===== src/rtl/fir_ntap_pkg.sv =====
// Shared types and helpers for the time-multiplexed N-tap FIR.
package fir_ntap_pkg;

  typedef enum logic [1:0] {IDLE, MAC, ROUND, OUT} fir_state_t;

  localparam int RW = 64;

  typedef struct packed {
    logic              sat;
    logic signed [RW-1:0] val;
  } rnd_t;

  function automatic int acc_width(input int dw, input int cw, input int taps);
    return dw + cw + $clog2(taps);
  endfunction

  // Round half up, arithmetic shift, then clamp to the signed out_w range.
  function automatic rnd_t sat_round(input logic signed [RW-1:0] acc, input int frac,
                                     input int out_w);
    logic signed [RW-1:0] half, r, mx, mn;
    rnd_t res;
    half = 64'sd1 <<< (frac - 1);
    r    = (acc + half) >>> frac;
    mx   = (64'sd1 <<< (out_w - 1)) - 64'sd1;
    mn   = -(64'sd1 <<< (out_w - 1));
    res.sat = 1'b0;
    res.val = r;
    if (r > mx) begin
      res.sat = 1'b1;
      res.val = mx;
    end else if (r < mn) begin
      res.sat = 1'b1;
      res.val = mn;
    end
    return res;
  endfunction

endpackage


===== src/rtl/fir_ntap_mac_coef_bank.sv =====
// Coefficient register file: guarded write port, combinational read by tap index.
module fir_coef_bank
  import fir_ntap_pkg::*;
#(
  parameter int TAPS   = 8,
  parameter int COEF_W = 16,
  parameter int AW     = 3
) (
  input  logic                     clk,
  input  logic                     rst,
  input  logic                     we,
  input  logic [AW-1:0]            addr,
  input  logic signed [COEF_W-1:0] wdata,
  input  logic                     wr_ok,
  input  logic [AW-1:0]            ridx,
  output logic signed [COEF_W-1:0] rdata,
  output logic                     drop
);

  logic signed [COEF_W-1:0] c [TAPS];
  logic                     hit;

  assign hit   = we && wr_ok && ({1'b0, addr} < (AW+1)'(TAPS));
  assign rdata = c[ridx];

  always_ff @(posedge clk or posedge rst) begin
    if (rst) begin
      for (int k = 0; k < TAPS; k++) c[k] <= '0;
      drop <= 1'b0;
    end else begin
      drop <= we && !hit;
      if (hit) c[addr] <= wdata;
    end
  end

endmodule


===== src/rtl/fir_ntap_mac.sv =====
// N-tap direct-form FIR, one multiply-accumulate per cycle, with handshakes.
module fir_ntap_mac
  import fir_ntap_pkg::*;
#(
  parameter int DATA_W = 16,
  parameter int COEF_W = 16,
  parameter int OUT_W  = 16,
  parameter int TAPS   = 8,
  parameter int FRAC   = 15,
  localparam int ACC_W = acc_width(DATA_W, COEF_W, TAPS),
  localparam int AW    = $clog2(TAPS)
) (
  input  logic                     clk,
  input  logic                     rst,
  input  logic                     clear,
  input  logic                     in_valid,
  output logic                     in_ready,
  input  logic signed [DATA_W-1:0] in_data,
  output logic                     out_valid,
  input  logic                     out_ready,
  output logic signed [OUT_W-1:0]  out_data,
  output logic                     out_sat,
  input  logic                     coef_we,
  input  logic [AW-1:0]            coef_addr,
  input  logic signed [COEF_W-1:0] coef_wdata,
  output logic                     coef_drop,
  output logic                     busy
);

  localparam int PW = DATA_W + COEF_W;
  localparam logic [AW-1:0] LAST = AW'(TAPS - 1);

  fir_state_t               state, nstate;
  logic signed [DATA_W-1:0] x [TAPS];
  logic signed [ACC_W-1:0]  acc;
  logic [AW-1:0]            idx;
  logic signed [COEF_W-1:0] c_rd;
  logic signed [PW-1:0]     prod;
  rnd_t                     rnd;

  fir_coef_bank #(.TAPS(TAPS), .COEF_W(COEF_W), .AW(AW)) u_coef (
    .clk   (clk),
    .rst   (rst),
    .we    (coef_we),
    .addr  (coef_addr),
    .wdata (coef_wdata),
    .wr_ok (state == IDLE),
    .ridx  (idx),
    .rdata (c_rd),
    .drop  (coef_drop)
  );

  assign prod = x[idx] * c_rd;
  assign rnd  = sat_round(RW'(acc), FRAC, OUT_W);

  always_ff @(posedge clk or posedge rst) begin
    if (rst) state <= IDLE;
    else     state <= nstate;
  end

  always_comb begin
    nstate = state;
    if (clear) nstate = IDLE;
    else begin
      case (state)
        IDLE:    if (in_valid) nstate = MAC;
        MAC:     if (idx == LAST) nstate = ROUND;
        ROUND:   nstate = OUT;
        OUT:     if (out_ready) nstate = IDLE;
        default: nstate = IDLE;
      endcase
    end
  end

  always_comb begin
    in_ready = (state == IDLE);
    busy     = (state != IDLE);
  end

  // Datapath; clear wipes history and any in-flight result but keeps coefficients.
  always_ff @(posedge clk or posedge rst) begin
    if (rst) begin
      for (int k = 0; k < TAPS; k++) x[k] <= '0;
      acc       <= '0;
      idx       <= '0;
      out_valid <= 1'b0;
      out_data  <= '0;
      out_sat   <= 1'b0;
    end else if (clear) begin
      for (int k = 0; k < TAPS; k++) x[k] <= '0;
      acc       <= '0;
      idx       <= '0;
      out_valid <= 1'b0;
    end else begin
      case (state)
        IDLE: if (in_valid) begin
          x[0] <= in_data;
          for (int k = 1; k < TAPS; k++) x[k] <= x[k-1];
          acc <= '0;
          idx <= '0;
        end
        MAC: begin
          acc <= acc + ACC_W'(prod);
          idx <= (idx == LAST) ? '0 : idx + AW'(1);
        end
        ROUND: begin
          out_data  <= rnd.val[OUT_W-1:0];
          out_sat   <= rnd.sat;
          out_valid <= 1'b1;
        end
        OUT: if (out_ready) out_valid <= 1'b0;
        default: ;
      endcase
    end
  end

endmodule

===== config.mk =====
export PLATFORM = sky130hd
export DESIGN_NAME = fir_ntap_mac
export DESIGN_NICKNAME = d
export VERILOG_FILES = /design/src/rtl/fir_ntap_pkg.sv /design/src/rtl/fir_ntap_mac_coef_bank.sv /design/src/rtl/fir_ntap_mac.sv
export SDC_FILE = /design/constraint.sdc
export NUM_CORES = 2
export LEC_CHECK = 0
export CORE_MARGIN = 3
export CORE_UTILIZATION = 50
export CTS_CLUSTER_SIZE = 14
export DETAILED_ROUTE_END_ITERATION = 12
export PLACE_DENSITY = 0.74
export SKIP_LAST_GASP = 1
export SLEW_MARGIN = 40
export SYNTH_ARGS = -nofsm -noshare
export SYNTH_HDL_FRONTEND = slang
export SYNTH_HIERARCHICAL = 1
export SYNTH_SLANG_ARGS = --single-unit

===== constraint.sdc =====
create_clock -name clk -period 11.16 [get_ports clk]
set_input_delay 1.116 -clock clk [delete_from_list [all_inputs] [get_ports clk]]
set_output_delay 1.116 -clock clk [all_outputs]
set_load 0.03 [all_outputs]

Fig. 1: port wiring
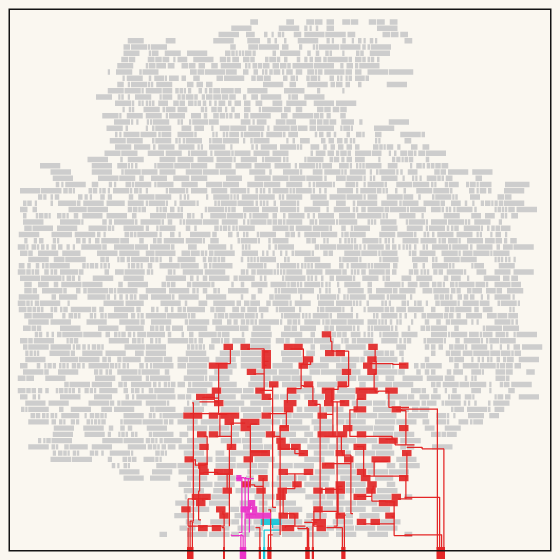
| colour | port | direction | edge | end cells | buffers | wire |
|---|---|---|---|---|---|---|
| magenta | coef_addr | input | bottom | 7 | 3 | 125 um |
| red | coef_wdata | input | bottom | 128 | 16 | 1590 um |
| cyan | coef_drop | output | bottom | 1 | 1 | 20.6 um |

Fig. 2: track usage over the die
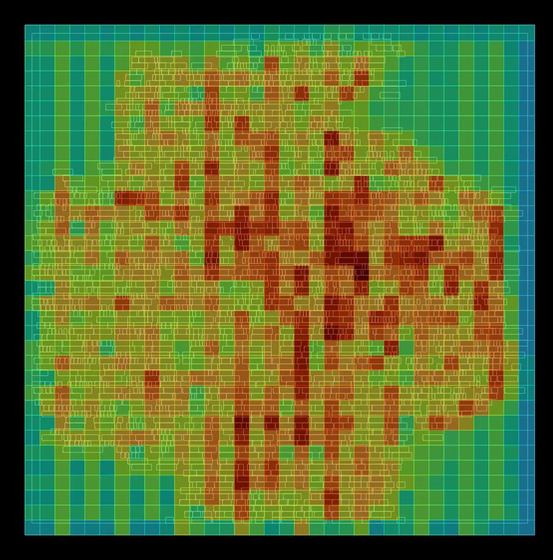
GRT Total Usage: 20.9%
met3 usage in global routing: 2.90%
met2 Track Usage GR: 36.1%

Fig. 3: wiring heat map
Bar = 50 um. 24 x 24 tiles, from dark purple (low) to yellow (high), scaled to the fullest tile. Values are wire area over tile area, all layers added.
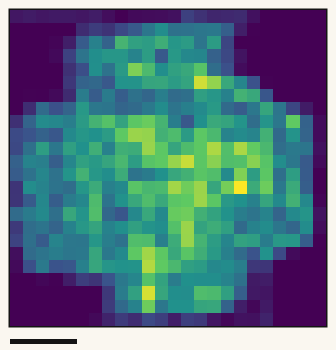
densest ninth of the die: centre
mean over tiles: 0.16
nearly empty tiles: 20%
tiles over half the peak: 32%
drt total wl: 55300 um
vias: 17032
Avg WL per Cell: 17.6 um

==> flow_metrics.py <==
# Metrics from the implementation run
metrics = {
    "clock_tree": {
        "numCtsBuffers": 37,
        "cts_tree": "yes",
        "htreeDepth": 2,
        "cts_root_buffer": "clkbuf_16",
        "clk_path_buf_depth": 3,
        "clk_pin_slew_ns": 0.06,
    },
    "worst_setup_path": {
        "path_class": "flop to flop",
        "crit_path_start_kind": "flop",
        "slowest_stage": "fa_1",
        "cp_common_cell": "fa_1",
        "critPathMaxStageDelay_ns": 0.89,
        "crit_family": "adder cells",
    },
    "yosys": {
        "synth_cells": 2437,
        "yosys_most_used_dff": "dfrtp_1",
        "edf_count": 0,
        "syn_area_per_cell_um2": 10.8,
    },
    "global_routing": {
        "gr-total-overflow": 0,
        "antenna_found_initial": 0,
        "grt_pass1_wl_um": 94600,
    },
    "outcome": {
        "status": "completed",
    },
    "final_timing": {
        "worst_clock_skew_ns": 0.0151,
        "setup_viol": 0,
        "fin_setup_tns_ns": 0,
        "slew_headroom_pct": 50.4,
    },
    "die": {
        "fp_util_pct": 50.8,
        "die_w_um": 235,
    },
    "finish": {
        "fin_area_um2": 28700,
        "insertedDiodeCount": 0,
        "syn_to_final_growth_pct": 9.22,
        "nets": 2892,
    },
    "detailed_routing": {
        "antenna_left": 0,
    },
    "place": {
        "dp_cells": 3071,
        "place_area_um2": 27300,
        "place_congestion": 0.872,
        "hpwl_um": 40000,
    },
}
metrics by stage:
stage	setup slack [ns]	hold WS [ns]	util (%)
floorplan	3.68	0.445	-
global placement	2.91	0.459	52.9
detailed placement	2.91	0.475	53.0
CTS	2.87	0.488	55.5
global route	2.53	0.510	55.5
finish	2.87	0.483	55.5
logic make-up (layout without fill, tap and decap cells):
group,after synthesis,count (layout),synth area share (%)
buffers and inverters,488,508,7.29
AOI/OAI and AO/OA,301,301,7.04
adders and majority gates,421,421,29.0
and+or+nand+nor,632,632,12.3
DFF,315,315,30.1
xor gates and xnor gates,55,55,1.84
muxes,225,225,12.5
state kept, by name, indices dropped and copies added, names as in the netlist:
signal       flops
idx              3
u_coef/c       128
out_data        16
out_sat          1
acc             35
x              128
out_valid        1
state            2
u_coef/drop      1
cell type report:
| type | count | area, um2 |
|---|---|---|
| inverter | 368 | 1400 |
| tap | 680 | 851 |
| fill | 4224 | 23000 |
| multi-input combinational | 1634 | 16500 |
| sequential | 315 | 7890 |
| timing repair buffer | 74 | 723 |
| clock inverter | 13 | 208 |
| clock buffer | 53 | 1090 |
worst reg2reg max path, cell delays in order (launching register included):
cell      delay [ns]
dfrtp_2         0.60
buf_4           0.61
mux4_2          0.61
mux2_2          0.41
nand2_1         0.16
inv_1           0.10
fa_2            0.58
fa_1            0.89
fa_1            0.53
fa_1            0.52
fa_1            0.50
inv_1           0.05
fa_1            0.47
inv_1           0.04
ha_1            0.31
or2_2           0.34
and2_1          0.19
a32oi_1         0.23
o311ai_2        0.22
a21oi_2         0.25
o21ba_2         0.18
o21ai_1         0.08
xor2_1          0.15
a22o_1          0.19
cell usage in the layout, fill, tap and decap left out, drive strengths merged, types with 7 or more instances in the layout:
master           n
a31oi            7
ha             111
o21ai          161
mux4            64
xnor2           41
clkdlybuf4s50   60
nor2b           34
nand2          279
xor2            14
a22o            36
nand3           13
dfrtp          315
inv            370
fa             310
a21oi           48
clkbuf          54
nand2b         148
nor2            32
clkinv           7
mux2           158
a21o            15
and2            95
buf             13
path summary, 6_finish.rpt:
kind	cells past startpoint	startpoint	endpoint	slack (ns)
worst max-delay path	23	idx[2]	acc[31]	2.87
max in group asynchronous	3	rst	u_coef/c[115]	8.82
min in group asynchronous	2	rst	x[1]	1.16
worst min-delay path	2	out_data[11]	out_data[11]	0.48
worst max register to register	23	idx[2]	acc[31]	2.87
worst min register to register	2	out_data[11]	out_data[11]	0.48
metal layers:
layer	wire length [um]	share of wire, %	up-vias	track usage (%)
li1	-	-	7769	-
met1	23200	42	8815	26.9
met2	27900	51	345	36.1
met3	2280	4.1	103	2.90
met4	1870	3.4	0	7.61
met5	0	0	-	0
